[src/rtl/bram_port_arbiter.sv]
// Shares one simple-dual-port BRAM between instruction fetch and load/store.
// Contested reads use fixed data priority unless ARB_ROUND_ROBIN_EN is defined.
module bram_port_arbiter #(
    parameter int ADDR_WIDTH = 10,
    parameter int WIDTH      = 32
) (
    input  logic                  clock,
    input  logic                  reset_n,
    input  logic                  i_req,
    input  logic [ADDR_WIDTH-1:0] i_addr,
    output logic                  i_gnt,
    output logic                  i_rvalid,
    output logic [WIDTH-1:0]      i_rdata,
    input  logic                  d_req,
    input  logic                  d_we,
    input  logic [ADDR_WIDTH-1:0] d_addr,
    input  logic [3:0]            d_mask,
    input  logic [WIDTH-1:0]      d_wdata,
    output logic                  d_gnt,
    output logic                  d_rvalid,
    output logic [WIDTH-1:0]      d_rdata,
    output logic                  mem_write_enable,
    output logic                  mem_read_enable,
    output logic [3:0]            mem_mask_write,
    output logic [ADDR_WIDTH-1:0] mem_addr_write,
    output logic [ADDR_WIDTH-1:0] mem_addr_read,
    output logic [WIDTH-1:0]      mem_data_in,
    input  logic [WIDTH-1:0]      mem_data_out
);

    typedef enum logic {
        OWNER_FETCH = 1'b0,
        OWNER_DATA  = 1'b1
    } owner_t;

    logic   rd_pending_reg;
    owner_t rd_owner_reg;
    logic   fetch_rd;
    logic   data_rd;
    logic   data_wr;
    logic   fetch_win;
    logic   data_win;
    logic   data_wins_contest;

    // Requests are masked by reset so nothing is granted while reset_n is low.
    always_comb begin
        fetch_rd  = reset_n & i_req;
        data_rd   = reset_n & d_req & ~d_we;
        data_wr   = reset_n & d_req & d_we;
        fetch_win = fetch_rd & (~data_rd | ~data_wins_contest);
        data_win  = data_rd & (~fetch_rd | data_wins_contest);
    end

`ifdef ARB_ROUND_ROBIN_EN
    logic favour_data_reg;

    // Toggles only on contested cycles, so the loser of a contest wins the next.
    always_ff @(posedge clock or negedge reset_n) begin
        if (!reset_n) begin
            favour_data_reg <= 1'b1;
        end else if (fetch_rd && data_rd) begin
            favour_data_reg <= ~favour_data_reg;
        end
    end

    assign data_wins_contest = favour_data_reg;
`else
    assign data_wins_contest = 1'b1;
`endif

    always_ff @(posedge clock or negedge reset_n) begin
        if (!reset_n) begin
            rd_pending_reg <= 1'b0;
            rd_owner_reg   <= OWNER_FETCH;
        end else begin
            rd_pending_reg <= fetch_win | data_win;
            if (fetch_win | data_win) begin
                rd_owner_reg <= data_win ? OWNER_DATA : OWNER_FETCH;
            end
        end
    end

    assign i_gnt            = fetch_win;
    assign d_gnt            = data_wr | data_win;
    assign mem_read_enable  = fetch_win | data_win;
    assign mem_addr_read    = data_win ? d_addr : i_addr;
    assign mem_write_enable = data_wr;
    assign mem_addr_write   = d_addr;
    assign mem_mask_write   = d_mask;
    assign mem_data_in      = d_wdata;

    // The RAM registers its read data, so the response simply follows the owner tag.
    assign i_rvalid = rd_pending_reg & (rd_owner_reg == OWNER_FETCH);
    assign d_rvalid = rd_pending_reg & (rd_owner_reg == OWNER_DATA);
    assign i_rdata  = mem_data_out;
    assign d_rdata  = mem_data_out;

endmodule

[config.mk]
export PLATFORM = sky130hd
export DESIGN_NAME = bram_port_arbiter
export DESIGN_NICKNAME = d
export VERILOG_FILES = /design/src/rtl/bram_port_arbiter.sv
export SDC_FILE = /design/constraint.sdc
export NUM_CORES = 1
export LEC_CHECK = 0
export ABC_AREA = 1
export CAP_MARGIN = 0
export CORE_ASPECT_RATIO = 0.7
export CORE_MARGIN = 5
export CORE_UTILIZATION = 20
export DETAILED_ROUTE_END_ITERATION = 16
export GPL_TIMING_DRIVEN = 0
export PLACE_DENSITY = 0.83
export SYNTH_ARGS = -nofsm -noshare
export SYNTH_HDL_FRONTEND = slang
export SYNTH_SLANG_ARGS = --single-unit
[constraint.sdc]
create_clock -name clock -period 0.8 [get_ports clock]
set_input_delay 0.12 -clock clock [delete_from_list [all_inputs] [get_ports clock]]
set_output_delay 0.12 -clock clock [all_outputs]
set_load 0.02 [all_outputs]
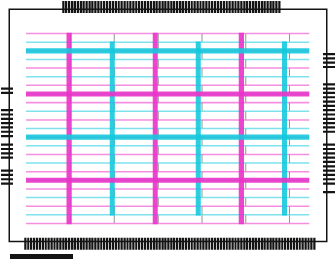
Run 1: floorplan with the power grid
Bar = 20 µm. Pins as bars on the die edge. Tap cells in grey.
[VSS] magenta
[VDD] cyan
tap cells: 72
met4 straps: 6

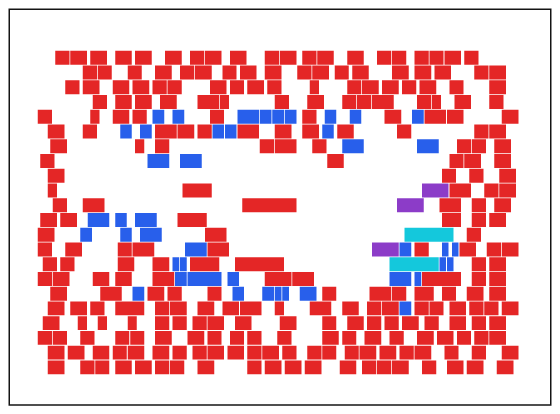
Run 1: cell classes on the final placement
[clock-net drivers] purple | cells: 3
[remaining logic cells] blue | cells: 44
[remaining buffers and delay cells] red | cells: 272
[registers] cyan | cells: 2
Seq/total area: 0.01772
final instance area: 0.002824 mm²
final core utilization: 0.5288

==> out/qor.yml, run 1 <==
dp_hpwl_um: 5063
status: "finished, violations left"
critical_path_class: "flop to output port"
grt_usage: 0.1400
rrSetupSlack_ns: -0.03
ant_nets: 0
fmax_mhz: 1048
ys_sh_simple: 0.1581
fp-utilization: 0.2104
hold_depth: 3
yosysTopAreaCellShare: 0.7350
xor_area_frac: 0
violations: "negative setup slack"
hp-class: "input port to flop"
crit_chain: "nand2_1 -> inv_1 -> buf_6"
slowest_delay_ns: 0.38
area_leaders: "buf_4 73%, nand2_1 8.7%, nand4_1 5.6%"
start_kind: "flop"
grt_pass1_vias: 1450
arrival_ns: 0.83
warning_count: 28
period_minus_slack_ns: 0.9539
slew_headroom: 0.8283
cts.clk_slew.worst_paths_ns: 0.03
r2r_end: "rd_owner_reg"
ys_sh_aoi: 0.004454
grt_max_degree: 11
ys_seq_frac: 0.04454
drt-total-wl_um: 5747
syn_nets: 253
area_delta_synth_final_pct: 151.3
first_pass_iters: 4
dieHeight_um: 72.71
cts_num_sinks: 2
wl_per_cell_um: 14.62
setup_viol: 13
cellPowerDensity_mw_per_mm2: 789.0
numCtsBuffers: 3
p_leak_nw: 1.609
setup_ws_ns: -0.1539
slew_violations: 0
yosys_area_mm2: 0.001124
io_pins: 219
yosys_cells: 160
max-cap-violations: 0
path_max_fanout: 3
finalHoldViolCount: 0
port_buffers: 150
chipArea_mm2: 0.007241
insertedDiodeCount: 0
yosys_warnings: 0
vdd_ir_drop_max_mv: 0.3264
avgSynthCellArea_um2: 7.022
netlist_area_mm2: 0.001124
rr_startpoint: "rd_owner_reg"
fin_tns_setup_ns: -1.307
whs_ns: 0.2407
finalClockPeriodUsage: 1.192
drc: 0
drive_gt1_frac: 0.5545
syn_inst: 160
via_count: 1406
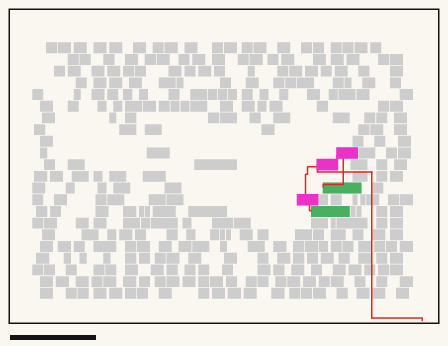
Run 1: routed clock nets over the placement
Bar = 20 µm.
[clock-net drivers] magenta | count: 3
[clock wires] red | length: 98.5 µm
[flip-flops] green | count: 2
routed clock nets: 4
Clock Power Share: 0.173
Insertion Delay late pin: 0.21 ns

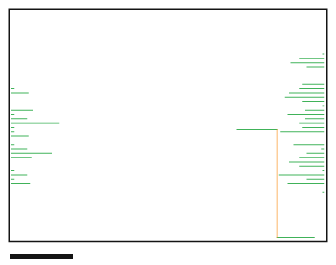
Run 1: metal layers overlaid
Bar = 20 µm. Only two layers are drawn.
[M3] green | wire length: 291 µm
[M4] orange | wire length: 34.0 µm

run 1: cell usage in the layout, fill, tap and decap left out, types with 2 or more instances in the layout:
cell type,instances
buf_6,17
buf_2,10
nand2_2,13
buf_4,114
inv_1,3
buf_8,4
nand4_1,10
dlygate4sd2_1,120
dfrtp_1,2
nand2_4,9
nor2_1,2
clkbuf_8,4
nand2_1,4
run 1: worst max-delay path: cells and delay by family (launching register included):
| kind | cells | cell delay, ns |
|---|---|---|
| simple gates | 1 | 0.07 |
| flops | 1 | 0.38 |
| buf+inv | 2 | 0.17 |
run 1: area by class of cell:
| cell class | instances | area, µm² |
|---|---|---|
| Tap cell | 72 | 90.09 |
| Inverter | 4 | 22.52 |
| Fill cell | 565 | 2516 |
| Timing Repair Buffer | 158 | 1435 |
| Buffer | 114 | 890.9 |
| Multi-Input combinational cell | 40 | 294.0 |
| Clock buffer | 3 | 41.29 |
| Sequential cell | 2 | 50.05 |
run 1: what timing repair did:
action                     in CTS  in global routing
buffers inserted                2                  2
hold buffers                    1                  0
gates resized                 307                 10
hold endpoints to repair        2                  0
gates cloned                    3                  0
setup endpoints to repair     128                 16
pin swaps                      14                 12
run 1: per-stage QoR:
stage / total power [mW] / setup WS [ns] / cell area, µm²
after CTS: 2.225 / -0.1531 / 2779
after floorplan: 1.100 / 0.008519 / 1127
after global routing: 2.351 / -0.2102 / 2824
after global placement: 1.933 / -1.140 / 2719
final: 2.228 / -0.1539 / 2824
after detailed placement: 1.954 / -1.148 / 2719
run 1: worst max-delay path by stage:
stage | slack (ns) | cells after the start | end | start
after detailed placement | -1.15 | 5 | mem_addr_read[4] | reset_n
after global placement | -1.14 | 5 | mem_addr_read[4] | reset_n
after floorplan | 0.009 | 1 | i_rvalid | rd_owner_reg
final | -0.15 | 3 | d_rvalid | rd_owner_reg
after CTS | -0.15 | 2 | i_rvalid | rd_owner_reg
after global routing | -0.21 | 2 | i_rvalid | rd_owner_reg
run 1: synth_stat cells (all sizes together):
cell,instances
a21oi,1
buf,112
clkbuf,2
dfrtp,2
inv,4
nand2,26
nand3,1
nand4,10
nor2,2
run 1: routing by layer:
layer,track usage,vias up,wire length (µm)
met4,0.02727,0,34
met2,0.2917,47,3453
met3,0.02674,2,291
li1,-,709,-
met5,0,-,0
met1,0.1453,648,1968
run 1: logic make-up (layout without fill, tap and decap cells):
kind of cell,Yosys count,count (layout)
buffers and inverters,118,279
AND/OR/NAND/NOR,39,39
flip-flops,2,2
AND-OR/OR-AND,1,1
run 1: power by group:
| group | total [mW] | switching, mW | internal (mW) |
|---|---|---|---|
| Combinational | 1.72 | 0.824 | 0.900 |
| Sequential | 0.119 | 0.00670 | 0.112 |
| Clock | 0.385 | 0.0682 | 0.317 |
| Total | 2.23 | 0.899 | 1.33 |
## Run 2: what changed since run 1
--- a/config.mk
+++ b/config.mk
@@ -11,7 +11,6 @@
 export CORE_MARGIN = 5
 export CORE_UTILIZATION = 20
 export DETAILED_ROUTE_END_ITERATION = 16
-export GPL_TIMING_DRIVEN = 0
 export PLACE_DENSITY = 0.83
 export SYNTH_ARGS = -nofsm -noshare
 export SYNTH_HDL_FRONTEND = slang
==> out/qor.yml, run 2 <==
status: "finished, violations left"
violations: "negative setup slack"
lay_top_count: "dlygate4sd2_1"
num_rows: 22
final.fill_count: 636  # +13%
place_congestion: 0.6435
hp-class: "input port to output port"
netlist_area_mm2: 0.001124  # unchanged
cts_root_buf: "clkbuf_8"
cts_num_sinks: 2  # unchanged
area_leaders: "buf_4 73%, nand2_1 8.7%, nand4_1 5.6%"
yosys_cells: 160  # unchanged
warning_count: 28  # unchanged
dp_hpwl_um: 2390  # -53%
drc: 0  # unchanged
setup_viol: 14  # +1
clock_path_buffers: 2
start_kind: "flop"
ant_nets: 0  # unchanged
yosysTopAreaCellShare: 0.7350  # unchanged
first_pass_iters: 4  # unchanged
slew_violations: 0  # unchanged
flop_cell: "dfrtp_1"
cellPowerDensity_mw_per_mm2: 1011  # +28%
common_cells: "110 x buf_4, 26 x nand2_1, 10 x nand4_1"
met1_usage: 0.08840  # -0.05687
rsz0062_at_grt: "yes"
chipArea_mm2: 0.007241  # unchanged
crit_chain: "nand2_1 -> inv_2 -> buf_6"
drive_gt1_frac: 0.6486  # +0.09413
crit_buf_inv: 2  # unchanged
p_leak_nw: 0.5521  # -66%
final_cell_mix: "21 x dlygate4sd2_1, 14 x buf_6, 13 x nand2_2"
nets: 206
async_flop_share: 1.000  # unchanged
grt_max_degree: 9  # -2
ys_seq_frac: 0.04454  # unchanged
cts.clk_slew.worst_paths_ns: 0.03  # about the same
fin_tns_setup_ns: -1.025  # +0.2816 ns
grt_pass1_vias: 743  # -49%
post-place-ws_ns: -0.9983  # +0.1493 ns
finalClockPeriodUsage: 1.184  # -0.008608
slowest_stage: "dfrtp_1"
grt_use_met2: 0.1161  # -0.1756
setup_ws_ns: -0.1470  # +0.006886 ns
rrSetupSlack_ns: 0.06  # +0.09 ns
via_count: 686  # -51%
arrival_ns: 0.83  # about the same
wl_per_cell_um: 17.61  # +20%
critical_path_class: "flop to output port"
crit_family: "flip-flops"
ys_ff: 2
yosys_area_mm2: 0.001124  # unchanged
power_mw: 1.148  # -48%
fp-utilization: 0.2104  # unchanged
yosys_warnings: 0  # unchanged
utilization: 0.2127  # -0.3161
crit_path_end_kind: "output port"
ys_types: 10
finalHoldViolCount: 0  # unchanged
most_common_cell: "buf_4"
syn_nets: 253  # unchanged
period_minus_slack_ns: 0.9470  # -0.006886 ns
path_max_fanout: 3  # unchanged
grt_usage: 0.08350  # -0.05654
worstMarginPinSlew_ns: 0.1424
grt-busiest-layer: "met2"
avgSynthCellArea_um2: 7.022  # unchanged
grt.met3_usage: 0.07736  # +0.05062
clock_latency_ns: 0.21  # about the same
htreeDepth: 1
slowest_delay_ns: 0.39  # about the same
drt_first_iter_violations: 7
skew_ns: 0
io_pins: 219  # unchanged
yosys.area.top_type: "buf_4"
area_delta_synth_final_pct: 1.114
required_ns: 0.68
grt_pass1_wl_um: 4512
syn_inst: 160  # unchanged
cts_tree: "built"
antenna_found_initial: 0
insertedDiodeCount: 0  # unchanged
numCtsBuffers: 3  # unchanged
slew_headroom: 0.9051  # +0.07682
fmax_mhz: 1056  # +0.73%
max-cap-violations: 0  # unchanged
port_buffers: 50  # -67%
viasPerCell: 3.749
grt_overflow: 0
edf_count: 0  # unchanged
drt-total-wl_um: 3223  # -44%
## run 2: cell counts after synthesis
No cell type changed its count.
## run 2: final cells by class
class / count / area (µm²) / area share
inverter: 4 / 22.52 / 0.01982
clock buffer: 3 / 41.29 / 0.03634
multi-input combinational: 40 / 304.0 / 0.2676
sequential: 2 / 50.05 / 0.04405
timing repair buffer: 62 / 628.1 / 0.5529
tap: 72 / 90.09 / 0.07930
## run 2: cells by family after synthesis
family,synth area share
buffers and inverters,0.7929
AND/OR/NAND/NOR,0.1581
flip-flops,0.04455
AND-OR/OR-AND,0.004450
## run 2: report_power, final
group	switching, mW	total [mW]	internal [mW]
clock	0.0734	0.391	0.318
sequential	0.00733	0.119	0.112
combinational	0.316	0.638	0.322
total	0.396	1.15	0.752
## run 2: final timing paths
kind / from / endpoint / cells after the start
setup / recovery: rd_owner_reg / d_rvalid / 3
hold / removal: d_wdata[22] / mem_data_in[22] / 0
setup reg to reg: rd_owner_reg / rd_owner_reg / 3
hold reg to reg: rd_owner_reg / rd_owner_reg / 3
max in group asynchronous: reset_n / rd_owner_reg / 3
min in group asynchronous: reset_n / rd_pending_reg / 3
## run 2: worst register-to-register path, cell delays in order (launching register included)
cell and delay (ns):
dfrtp_1 0.39, buf_4 0.14, nand2_1 0.05, nand2_1 0.05
## run 2: routing by layer
layer	part of all wire	vias to the layer above
met5	0	-
met4	0.0043	0
met2	0.45	77
met3	0.18	2
met1	0.36	317
li1	-	290
## run 2: what timing repair did
action | 4_1_cts | 5_1_grt
endpoints found under the setup margin | 28 | 18
endpoints found under the hold margin | 2 | 0
hold buffers | 1 | 0
pin swaps | 15 | 10
gates cloned | 2 | 0
gates resized | 197 | 21
buffers inserted | 1 | 0
## run 2: through the flow
step,hold slack (ns),instances,cell area [µm²]
6_report,0.2400,183,1136
5_1_grt,0.2400,183,1136
4_1_cts,0.2401,183,1080
3_5_place_dp,0.2401,177,909.6
3_3_place_gp,0.2401,177,909.6
2_1_floorplan,-0.1756,160,1127
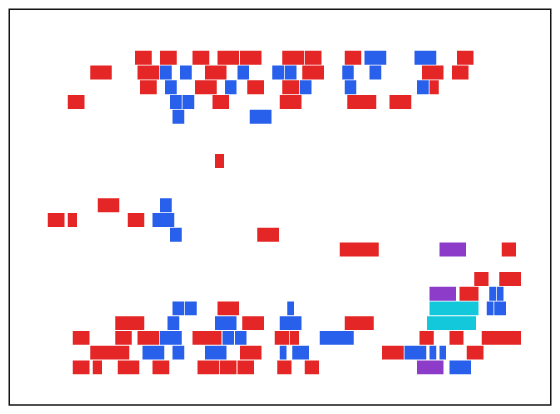
Run 2: cell classes on the final placement
Seq/total area: 0.04405
CORE AREA: 0.005340 mm²

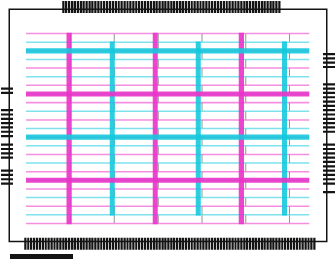
Run 2: floorplan with the power grid
Bar = 20 µm. Pins as bars on the die edge. Tap cells in grey.
die span in y: 72.71 µm
DIE WIDTH: 99.59 µm
worst vdd ir: 0.3290 mV

## Run 3: what changed since run 2
--- a/config.mk
+++ b/config.mk
@@ -12,6 +12,7 @@
 export CORE_UTILIZATION = 20
 export DETAILED_ROUTE_END_ITERATION = 16
 export PLACE_DENSITY = 0.83
+export SLEW_MARGIN = 20
 export SYNTH_ARGS = -nofsm -noshare
 export SYNTH_HDL_FRONTEND = slang
 export SYNTH_SLANG_ARGS = --single-unit
==> out/qor.yml, run 3 <==
clock_path_buffers: 2  # unchanged
yosys_area_mm2: 0.001124  # unchanged
cellPowerDensity_mw_per_mm2: 1011  # unchanged
flop_cell: "dfrtp_1"
place_congestion: 0.6435  # unchanged
cts.clk_slew.worst_paths_ns: 0.03  # about the same
start_kind: "flop"
violations: "negative setup slack"
required_ns: 0.68  # about the same
drt_first_iter_violations: 7  # unchanged
die_x_um: 99.59  # unchanged
max-cap-violations: 0  # unchanged
fin_cells: 183  # unchanged
dieHeight_um: 72.71  # unchanged
avgSynthCellArea_um2: 7.022  # unchanged
p_switching_uw: 396.4  # unchanged
combPwrFrac: 0.555  # about the same
dp_hpwl_um: 2390  # unchanged
grt_usage: 0.08350  # unchanged
finalHoldViolCount: 0  # unchanged
warning_count: 28  # unchanged
p_leak_nw: 0.5521  # unchanged
setup_viol: 14  # unchanged
clock_latency_ns: 0.21  # about the same
drive_gt1_frac: 0.6486  # unchanged
power_mw: 1.148  # unchanged
grt_max_degree: 9  # unchanged
period_minus_slack_ns: 0.9470  # unchanged
sw_frac_of_total: 0.3452  # unchanged
cts_num_sinks: 2  # unchanged
utilization: 0.2127  # unchanged
xor_area_frac: 0  # unchanged
netlist_area_mm2: 0.001124  # unchanged
yosys_warnings: 0  # unchanged
yosys_cells: 160  # unchanged
ant_nets: 0  # unchanged
final_cell_mix: "21 x dlygate4sd2_1, 14 x buf_6, 13 x nand2_2"
rsz0062_at_grt: "yes"
edf_count: 0  # unchanged
num_rows: 22  # unchanged
insertedDiodeCount: 0  # unchanged
skew_ns: 0  # unchanged
core_mm2: 0.005340  # unchanged
viasPerCell: 3.749  # unchanged
wl_per_cell_um: 17.61  # unchanged
vdd_ir_drop_max_mv: 0.3290  # unchanged
async_flop_share: 1.000  # unchanged
crit_buf_inv: 2  # unchanged
area_delta_synth_final_pct: 1.114  # unchanged
post-place-ws_ns: -0.9983  # unchanged
cts_root_buf: "clkbuf_8"
cts_tree: "built"
antenna_found_initial: 0  # unchanged
common_cells: "110 x buf_4, 26 x nand2_1, 10 x nand4_1"
yosys.area.top_type: "buf_4"
port_buffers: 50  # unchanged
lay_top_count: "dlygate4sd2_1"
p_clk_frac: 0.341  # about the same
ys_sh_simple: 0.1581  # unchanged
path_max_fanout: 3  # unchanged
placedCellCount: 177  # unchanged
area_leaders: "buf_4 73%, nand2_1 8.7%, nand4_1 5.6%"
drc: 0  # unchanged
slew_headroom: 0.9051  # unchanged
htreeDepth: 1  # unchanged
ys_seq_frac: 0.04454  # unchanged
most_common_cell: "buf_4"
ys_sh_adder: 0  # unchanged
setup_ws_ns: -0.1470  # unchanged
hp-class: "input port to output port"
numCtsBuffers: 3  # unchanged
syn_inst: 160  # unchanged
finalClockPeriodUsage: 1.184  # unchanged
grt_pass1_wl_um: 4512  # unchanged
yosysTopAreaCellShare: 0.7350  # unchanged
worstMarginPinSlew_ns: 0.1424  # unchanged
crit_path_end_kind: "output port"
synth.comb.largest_family: "buffers and inverters"
ys_sh_aoi: 0.004454  # unchanged
syn_nets: 253  # unchanged
p_seq_frac: 0.104  # about the same
ys_sh_mux: 0  # unchanged
crit_chain: "nand2_1 -> inv_2 -> buf_6"
crit_family: "flip-flops"
status: "finished, violations left"
first_pass_iters: 4  # unchanged
ys_ff: 2  # unchanged
slew_violations: 0  # unchanged
final_cell_area_mm2: 0.001136  # unchanged
chipArea_mm2: 0.007241  # unchanged
critical_path_class: "flop to output port"
drt-total-wl_um: 3223  # unchanged
arrival_ns: 0.83  # about the same
grt_overflow: 0  # unchanged
slowest_stage: "dfrtp_1"
fp-utilization: 0.2104  # unchanged
nets: 206  # unchanged
grt_pass1_vias: 743  # unchanged
via_count: 686  # unchanged
fmax_mhz: 1056  # unchanged
intPower_uw: 751.8  # unchanged
io_pins: 219  # unchanged
ys_types: 10  # unchanged
slowest_delay_ns: 0.39  # about the same
place_area_um2: 909.6  # unchanged
-- run 3: cell counts in the layout (fill, tap and decap cells not counted) --
No cell type changed its count.
-- run 3: worst paths after layout --
path	end	start	cells past startpoint	slack (ns)
max reg2reg	rd_owner_reg	rd_owner_reg	3	0.06
max	d_rvalid	rd_owner_reg	3	-0.15
max in group asynchronous	rd_owner_reg	reset_n	3	0.31
min	mem_data_in[22]	d_wdata[22]	0	0.24
min reg2reg	rd_owner_reg	rd_owner_reg	3	0.62
min in group asynchronous	rd_pending_reg	reset_n	3	0.37
-- run 3: what timing repair did --
| action | CTS | global route |
|---|---|---|
| setup buffers | 1 | 0 |
| hold endpoints to repair | 2 | 0 |
| hold buffers | 1 | 0 |
| pin swaps | 15 | 10 |
| gates resized | 197 | 21 |
| setup endpoints to repair | 28 | 18 |
| gates cloned | 2 | 0 |
-- run 3: cell families after synthesis --
kind of cell	count (synthesis)
compound gates	1
buf+inv	118
flops	2
simple gates	39
-- run 3: power by group through the flow --
| stage | combinational [mW] | clock, mW | sequential (mW) |
|---|---|---|---|
| global placement | 0.553 | 0 | 0.119 |
| global route | 0.681 | 0.433 | 0.121 |
| detailed placement | 0.554 | 0 | 0.120 |
| floorplan | 0.981 | 0 | 0.118 |
| finish | 0.638 | 0.391 | 0.119 |
| CTS | 0.610 | 0.408 | 0.118 |
-- run 3: layout make-up --
cell class                 count  area, µm²
fill                         636       4204
inverter                       4      22.52
clock buffer                   3      41.29
tap                           72      90.09
timing repair buffer          62      628.1
multi-input combinational     40      304.0
sequential                     2      50.05
-- run 3: through the flow --
stage	TNS, ns	hold WS [ns]
after floorplan	0	-0.1756
after global placement	-20.81	0.2401
after detailed placement	-20.72	0.2401
after CTS	-1.006	0.2401
after global routing	-1.617	0.2400
final	-1.025	0.2400
-- run 3: worst reg2reg max path, cell delays in order (launching register included) --
cell and delay, ns:
dfrtp_1 0.39, buf_4 0.14, nand2_1 0.05, nand2_1 0.05
-- run 3: metal layers --
metal / GRT usage / vias to the layer above / part of all wire
met3: 0.07736 / 2 / 0.18
met4: 0.03182 / 0 / 0.0043
met5: 0 / - / 0
met1: 0.08840 / 317 / 0.36
met2: 0.1161 / 77 / 0.45
li1: - / 290 / -
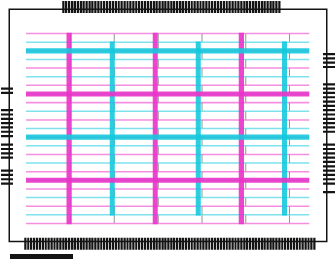
Run 3: floorplan with the power grid
Bar = 20 µm. Pins as bars on the die edge. Tap cells in grey.
[VDD] cyan
[VSS] magenta
rows: 22
met5 straps: 4
tap cells: 72

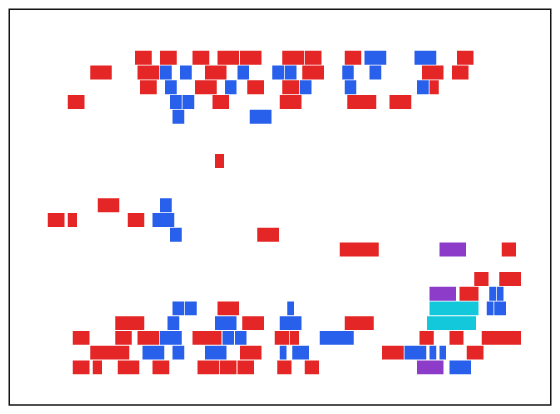
Run 3: cell classes on the final placement
[remaining buffers and delay cells] red | cells: 62
[remaining logic cells] blue | cells: 44
[clock-net drivers] purple | cells: 3
[registers] cyan | cells: 2

Power figures rest on the tool's default switching activity, not on a simulated workload.
